===== src/rtl/m_len_block_framer_pkg.sv =====
// Shared definitions for the block framer and its neighbours.
// The length width matches the upstream link-ID length encoder.
package m_len_block_framer_pkg;

    typedef enum logic [1:0] {
        IDLE = 2'd0,
        RUN  = 2'd1,
        PAD  = 2'd2
    } frm_state_t;

    localparam int LEN_W_DEF = 13;
    localparam int BLK_W_DEF = 8;

endpackage


===== src/rtl/m_len_out_reg.sv =====
// Single-entry output register carrying {bit, sof, eof, pad}.
// It loads only when the slot is free and holds its contents while the sink stalls.
module m_len_out_reg (
    input  logic clk,
    input  logic rst,
    input  logic load,
    input  logic d_bit,
    input  logic d_sof,
    input  logic d_eof,
    input  logic d_pad,
    input  logic out_ready,
    output logic slot_free,
    output logic out_valid,
    output logic out_bit,
    output logic out_sof,
    output logic out_eof,
    output logic out_pad
);

    assign slot_free = !out_valid || out_ready;

    always_ff @(posedge clk or posedge rst) begin
        if (rst) begin
            out_valid <= 1'b0;
            out_bit   <= 1'b0;
            out_sof   <= 1'b0;
            out_eof   <= 1'b0;
            out_pad   <= 1'b0;
        end else if (load && slot_free) begin
            out_valid <= 1'b1;
            out_bit   <= d_bit;
            out_sof   <= d_sof;
            out_eof   <= d_eof;
            out_pad   <= d_pad;
        end else if (out_ready) begin
            out_valid <= 1'b0;
        end
    end

endmodule


===== src/rtl/m_len_block_framer.sv =====
// Frames a serial bit stream into blocks of m_len bits and zero-pads a short final block.
//   state | meaning
//   IDLE  | waiting for start; the last output bit may still be draining
//   RUN   | accepting source bits and framing them
//   PAD   | source ended early; inserting zero bits up to the block end
module m_len_block_framer
    import m_len_block_framer_pkg::*;
#(
    parameter int LEN_W = LEN_W_DEF,
    parameter int BLK_W = BLK_W_DEF
) (
    input  logic             clk,
    input  logic             rst,
    input  logic [LEN_W-1:0] m_len,
    input  logic             start,
    input  logic             in_bit,
    input  logic             in_valid,
    input  logic             in_last,
    output logic             in_ready,
    output logic             out_bit,
    output logic             out_valid,
    input  logic             out_ready,
    output logic             out_sof,
    output logic             out_eof,
    output logic             out_pad,
    output logic             busy,
    output logic [BLK_W-1:0] blk_cnt,
    output logic             len_err
);

    frm_state_t       state;
    logic [LEN_W-1:0] len_q;
    logic [LEN_W-1:0] cnt;
    logic             slot_free;
    logic             accept;
    logic             pad_load;
    logic             sof_hit;
    logic             eof_hit;

    assign in_ready = (state == RUN) && slot_free;
    assign accept   = in_valid && in_ready;
    assign pad_load = (state == PAD) && slot_free;
    assign sof_hit  = (cnt == '0);
    // len_q is never zero once latched, so the decrement cannot wrap.
    assign eof_hit  = (cnt == (len_q - LEN_W'(1)));
    assign busy     = (state != IDLE) || out_valid;

    m_len_out_reg u_out_reg (
        .clk       (clk),
        .rst       (rst),
        .load      (accept || pad_load),
        .d_bit     (accept ? in_bit : 1'b0),
        .d_sof     (sof_hit),
        .d_eof     (eof_hit),
        .d_pad     (pad_load),
        .out_ready (out_ready),
        .slot_free (slot_free),
        .out_valid (out_valid),
        .out_bit   (out_bit),
        .out_sof   (out_sof),
        .out_eof   (out_eof),
        .out_pad   (out_pad)
    );

    always_ff @(posedge clk or posedge rst) begin
        if (rst) begin
            state   <= IDLE;
            len_q   <= '0;
            cnt     <= '0;
            blk_cnt <= '0;
            len_err <= 1'b0;
        end else begin
            len_err <= 1'b0;
            case (state)
                IDLE: begin
                    if (start) begin
                        if (m_len == '0) begin
                            len_err <= 1'b1;
                        end else begin
                            len_q   <= m_len;
                            cnt     <= '0;
                            blk_cnt <= '0;
                            state   <= RUN;
                        end
                    end
                end
                RUN: begin
                    if (accept) begin
                        if (eof_hit) begin
                            cnt     <= '0;
                            blk_cnt <= blk_cnt + 1'b1;
                        end else begin
                            cnt <= cnt + 1'b1;
                        end
                        if (in_last) begin
                            state <= eof_hit ? IDLE : PAD;
                        end
                    end
                end
                PAD: begin
                    if (slot_free) begin
                        if (eof_hit) begin
                            cnt     <= '0;
                            blk_cnt <= blk_cnt + 1'b1;
                            state   <= IDLE;
                        end else begin
                            cnt <= cnt + 1'b1;
                        end
                    end
                end
                default: state <= IDLE;
            endcase
        end
    end

endmodule

===== config.mk =====
export PLATFORM = sky130hd
export DESIGN_NAME = m_len_block_framer
export DESIGN_NICKNAME = d
export VERILOG_FILES = /design/src/rtl/m_len_block_framer_pkg.sv /design/src/rtl/m_len_out_reg.sv /design/src/rtl/m_len_block_framer.sv
export SDC_FILE = /design/constraint.sdc
export NUM_CORES = 1
export LEC_CHECK = 0
export ABC_AREA = 0
export CAP_MARGIN = 40
export CORE_MARGIN = 3
export CORE_UTILIZATION = 45
export CTS_CLUSTER_SIZE = 20
export DETAILED_ROUTE_END_ITERATION = 8
export GPL_TIMING_DRIVEN = 1
export MAX_ROUTING_LAYER = met4
export PLACE_DENSITY_LB_ADDON = 0.12
export SLEW_MARGIN = 20
export SYNTH_ARGS = -nofsm -noshare
export SYNTH_HDL_FRONTEND = slang
export SYNTH_SLANG_ARGS = --single-unit

===== constraint.sdc =====
create_clock -name clk -period 3.4 [get_ports clk]
set_clock_uncertainty 0.15 [all_clocks]
set_input_delay 0.51 -clock clk [delete_from_list [all_inputs] [get_ports clk]]
set_output_delay 0.51 -clock clk [all_outputs]
set_load 0.02 [all_outputs]

==> Table 3: Implementation characteristics <==
Table: implementation figures

Parameter                              Value

Status
  Outcome .................. complete, no violations

Run
  Tally of max-capacitance violations .................. 0
  Warning total across the stage logs .................. 30

Detailed routing
  Count of unresolved DRC violations after routing .................. 0
  Met2 Wirelength .................. 2750 microns
  1st-iter DRT viols .................. roughly 140
  Post-route antenna net violation count .................. 0

Timing
  Minimum clock period after layout .................. around 3.2 ns
  Summed negative setup slack over all endpoints .................. 0 ns
  Period utilisation layout .................. 0.940

Synthesis
  Yosys cell types .................. ~50
  Commonest cells in the netlist .................. sky130_fd_sc_hd__dfrtp_1 (42), sky130_fd_sc_hd__nand2_1 (37), sky130_fd_sc_hd__o21ai_0 (17), sky130_fd_sc_hd__nor3_1 (16), sky130_fd_sc_hd__inv_1 (15)
  Total cells reported by yosys after synthesis .................. 289
  Logic family by area .................. simple AND/OR/NAND/NOR gates
  Cell taking the most area after synthesis .................. sky130_fd_sc_hd__dfrtp_1
  Nets at Floorplan .................. between 300 and 400
  Sequential fraction of the synthesis area .................. 0.401
  Cell count after synthesis .................. around 290
  Xor/xnor share of the synthesized area .................. 0.0502
  Mapped cell area .................. 2620 sq um

Placement
  Final Wtd Congestion .................. a little over 0.8

Worst setup path
  Master of the slowest instance on the critical path .................. sky130_fd_sc_hd__or4_4
  Buffer-and-inverter tally for the worst setup path .................. 0
  Kind of capture point of the worst setup path .................. flip-flop
  Worst setup path class .................. flip-flop to flip-flop
  Critical R2R Launch .................. len_q[2]$_DFFE_PP0P_
  Worst Path Max Fanout .................. 21
  List of cells traversed by the critical path .................. nor4_4 -> a21oi_1 -> o21a_1 -> o32a_1 -> or4_4 -> or4_1 -> nand3_1
  Crit-path max cell delay .................. between 0.6 and 0.7 ns

Final layout
  Antenna diode count .................. 0
  Total non-filler cell area in the finished layout .................. between 3000 and 4000 sq um

Global route
  Number of antenna violations at the first check in global routing .................. 0
  Overall overflow remaining after global route .................. 0

Floorplanning
  Starting Density .................. 0.470

Clock network
  CTS root buf .................. sky130_fd_sc_hd__clkbuf_8
  Post-CTS clock slew at the launch and capture registers of the worst setup and hold paths .................. ~0.080 ns
  Number of setup buffers added after CTS .................. 0

Pwr
  Power per standard cell area .................. approximately 800 nW/um^2

Min path
  Path category of the worst min-delay check .................. flip-flop to flip-flop
cells in the final DEF (no fill, tap or decap), drive strengths merged, types with 3 or more instances in the layout:
cell type and n:
a21o 4, a21oi 5, a22o 5, a31o 4
a32o 3, and3 4, buf 5, clkbuf 7
clkdlybuf4s50 35, dfrtp 42, ha 8, inv 15
mux2 13, nand2 37, nand2b 3, nand3 14
nand4 7, nor2 13, nor3 16, nor3b 3
nor4 6, o211ai 5, o21ai 18, or2 3
or4 4, xnor2 10, xor2 5
cell families after synthesis:
| kind of cell | Yosys count |
|---|---|
| AND-OR/OR-AND | 57 |
| XOR/XNOR | 15 |
| adder cells (fa/ha/maj) | 8 |
| buffers and inverters | 29 |
| flip-flops | 42 |
| multiplexers | 15 |
| AND/OR/NAND/NOR | 123 |
metrics by stage:
stage | utilization | hold slack, ns
5_1_grt | 0.561 | 0.384
3_5_place_dp | 0.545 | 0.334
4_1_cts | 0.561 | 0.353
2_1_floorplan | - | 0.351
6_report | 0.561 | 0.346
3_3_place_gp | 0.543 | 0.313
worst max-delay path by stage:
stage	from	to	slack (ns)	depth (start not counted)
2_1_floorplan	len_q[2]$_DFFE_PP0P_	blk_cnt[2]$_DFFE_PP0P_	0.48	8
3_3_place_gp	len_q[2]$_DFFE_PP0P_	blk_cnt[3]$_DFFE_PP0P_	0.32	7
3_5_place_dp	len_q[2]$_DFFE_PP0P_	blk_cnt[3]$_DFFE_PP0P_	0.23	7
4_1_cts	len_q[2]$_DFFE_PP0P_	blk_cnt[3]$_DFFE_PP0P_	0.23	7
5_1_grt	len_q[2]$_DFFE_PP0P_	blk_cnt[3]$_DFFE_PP0P_	0.09	7
6_report	len_q[2]$_DFFE_PP0P_	blk_cnt[3]$_DFFE_PP0P_	0.21	7
per-layer routing:
| layer | GRT usage | up-vias |
|---|---|---|
| li1 | - | 1114 |
| met1 | 0.284 | 1082 |
| met2 | 0.291 | 52 |
| met3 | 0.0304 | 2 |
| met4 | 0.0399 | 0 |
| met5 | - | - |
worst reg2reg max path, cell delays in order, from the launching register on:
cell	delay (ns)
sky130_fd_sc_hd__dfrtp_1	0.48
sky130_fd_sc_hd__nor4_4	0.51
sky130_fd_sc_hd__a21oi_1	0.17
sky130_fd_sc_hd__o21a_1	0.21
sky130_fd_sc_hd__o32a_1	0.30
sky130_fd_sc_hd__or4_4	0.68
sky130_fd_sc_hd__or4_1	0.54
sky130_fd_sc_hd__nand3_1	0.09
sequential cells by signal, indices dropped and copies added (netlist names):
register and cells:
cnt 13, len_q 13, blk_cnt 8, state 2
len_err 1, u_out_reg.out_bit 1, u_out_reg.out_eof 1, u_out_reg.out_pad 1
u_out_reg.out_sof 1, u_out_reg.out_valid 1
report_power, final:
part,switching (mW),internal (mW)
logic,0.691,0.581
registers,0.223,0.658
clock network,0.172,0.164
total,1.09,1.40
final cells by class:
| cell class | count | area, sq um |
|---|---|---|
| clock buffers | 7 | 86.3 |
| clock inverters | 1 | 5.00 |
| fillers | 532 | 2450 |
| inverters | 15 | 56.3 |
| multi-input cells | 218 | 1450 |
| flip-flops and latches | 42 | 1050 |
| well taps | 72 | 90.1 |
| repair buffers | 40 | 388 |
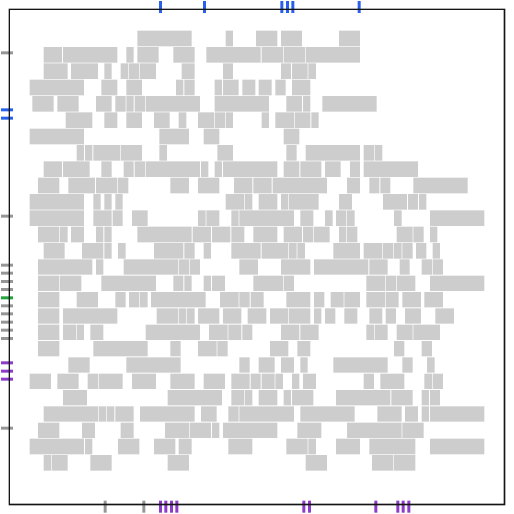
(images/pinout.png)
(6 px per micron) Pins as bars across the die edge, other pins in grey.
| port | colour | pins | direction | edge |
|---|---|---|---|---|
| `out_sof` | green | 1 | output | west |
| `blk_cnt` | blue | 8 | output | 6 north, 2 west |
| `m_len` | purple | 13 | input | 10 south, 3 west |
all pins by edge: 18 west, 12 south, 6 north
number of buffers inserted by port buffering: 35
floorplan die width: 82.3 microns
die y size: 82.3 microns

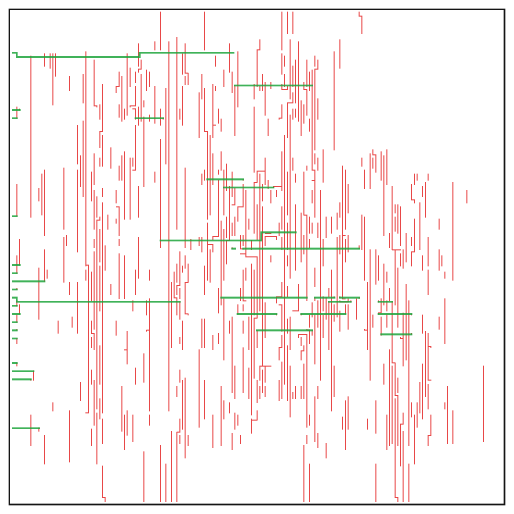
(images/layers.png)
(6 px per micron) Two of the layers only.
| layer | colour | wire length |
|---|---|---|
| M2 | red | 2750 microns |
| M3 | green | 228 microns |
Routed wire per std cell: 15.1 microns
Routed WL: 5970 microns
Total Routing Usage GR: 0.196
Via Count: 2250

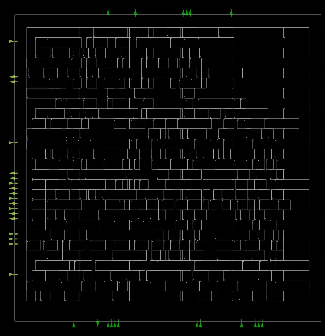
(images/placed.png)
tally of non-filler cells in the final layout: 395
standard cell core area: 5570 sq um
number of sequential storage elements: 42
count of standard-cell rows: 27
well-tap cell count: 72

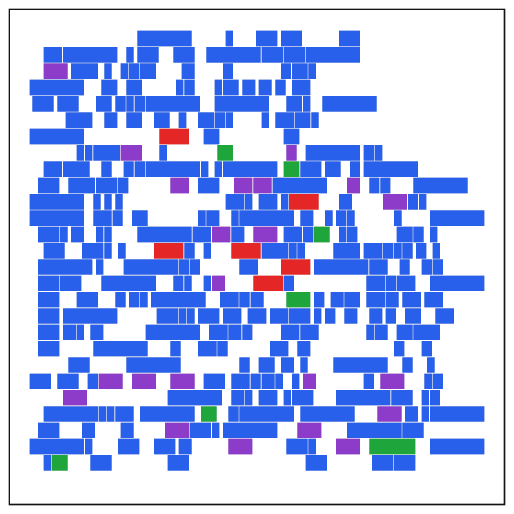
(images/sizing.png)
(6 px per micron)
| size | colour | cells |
|---|---|---|
| x2 | purple | 22 |
| x3 and x4 | green | 7 |
| x1 and smaller | blue | 288 |
| x6 and larger | red | 6 |
PnR worst setup slack: 0.205 ns
area grow syn2layout: 19.4%

Power is estimated from default activity; no workload was simulated.
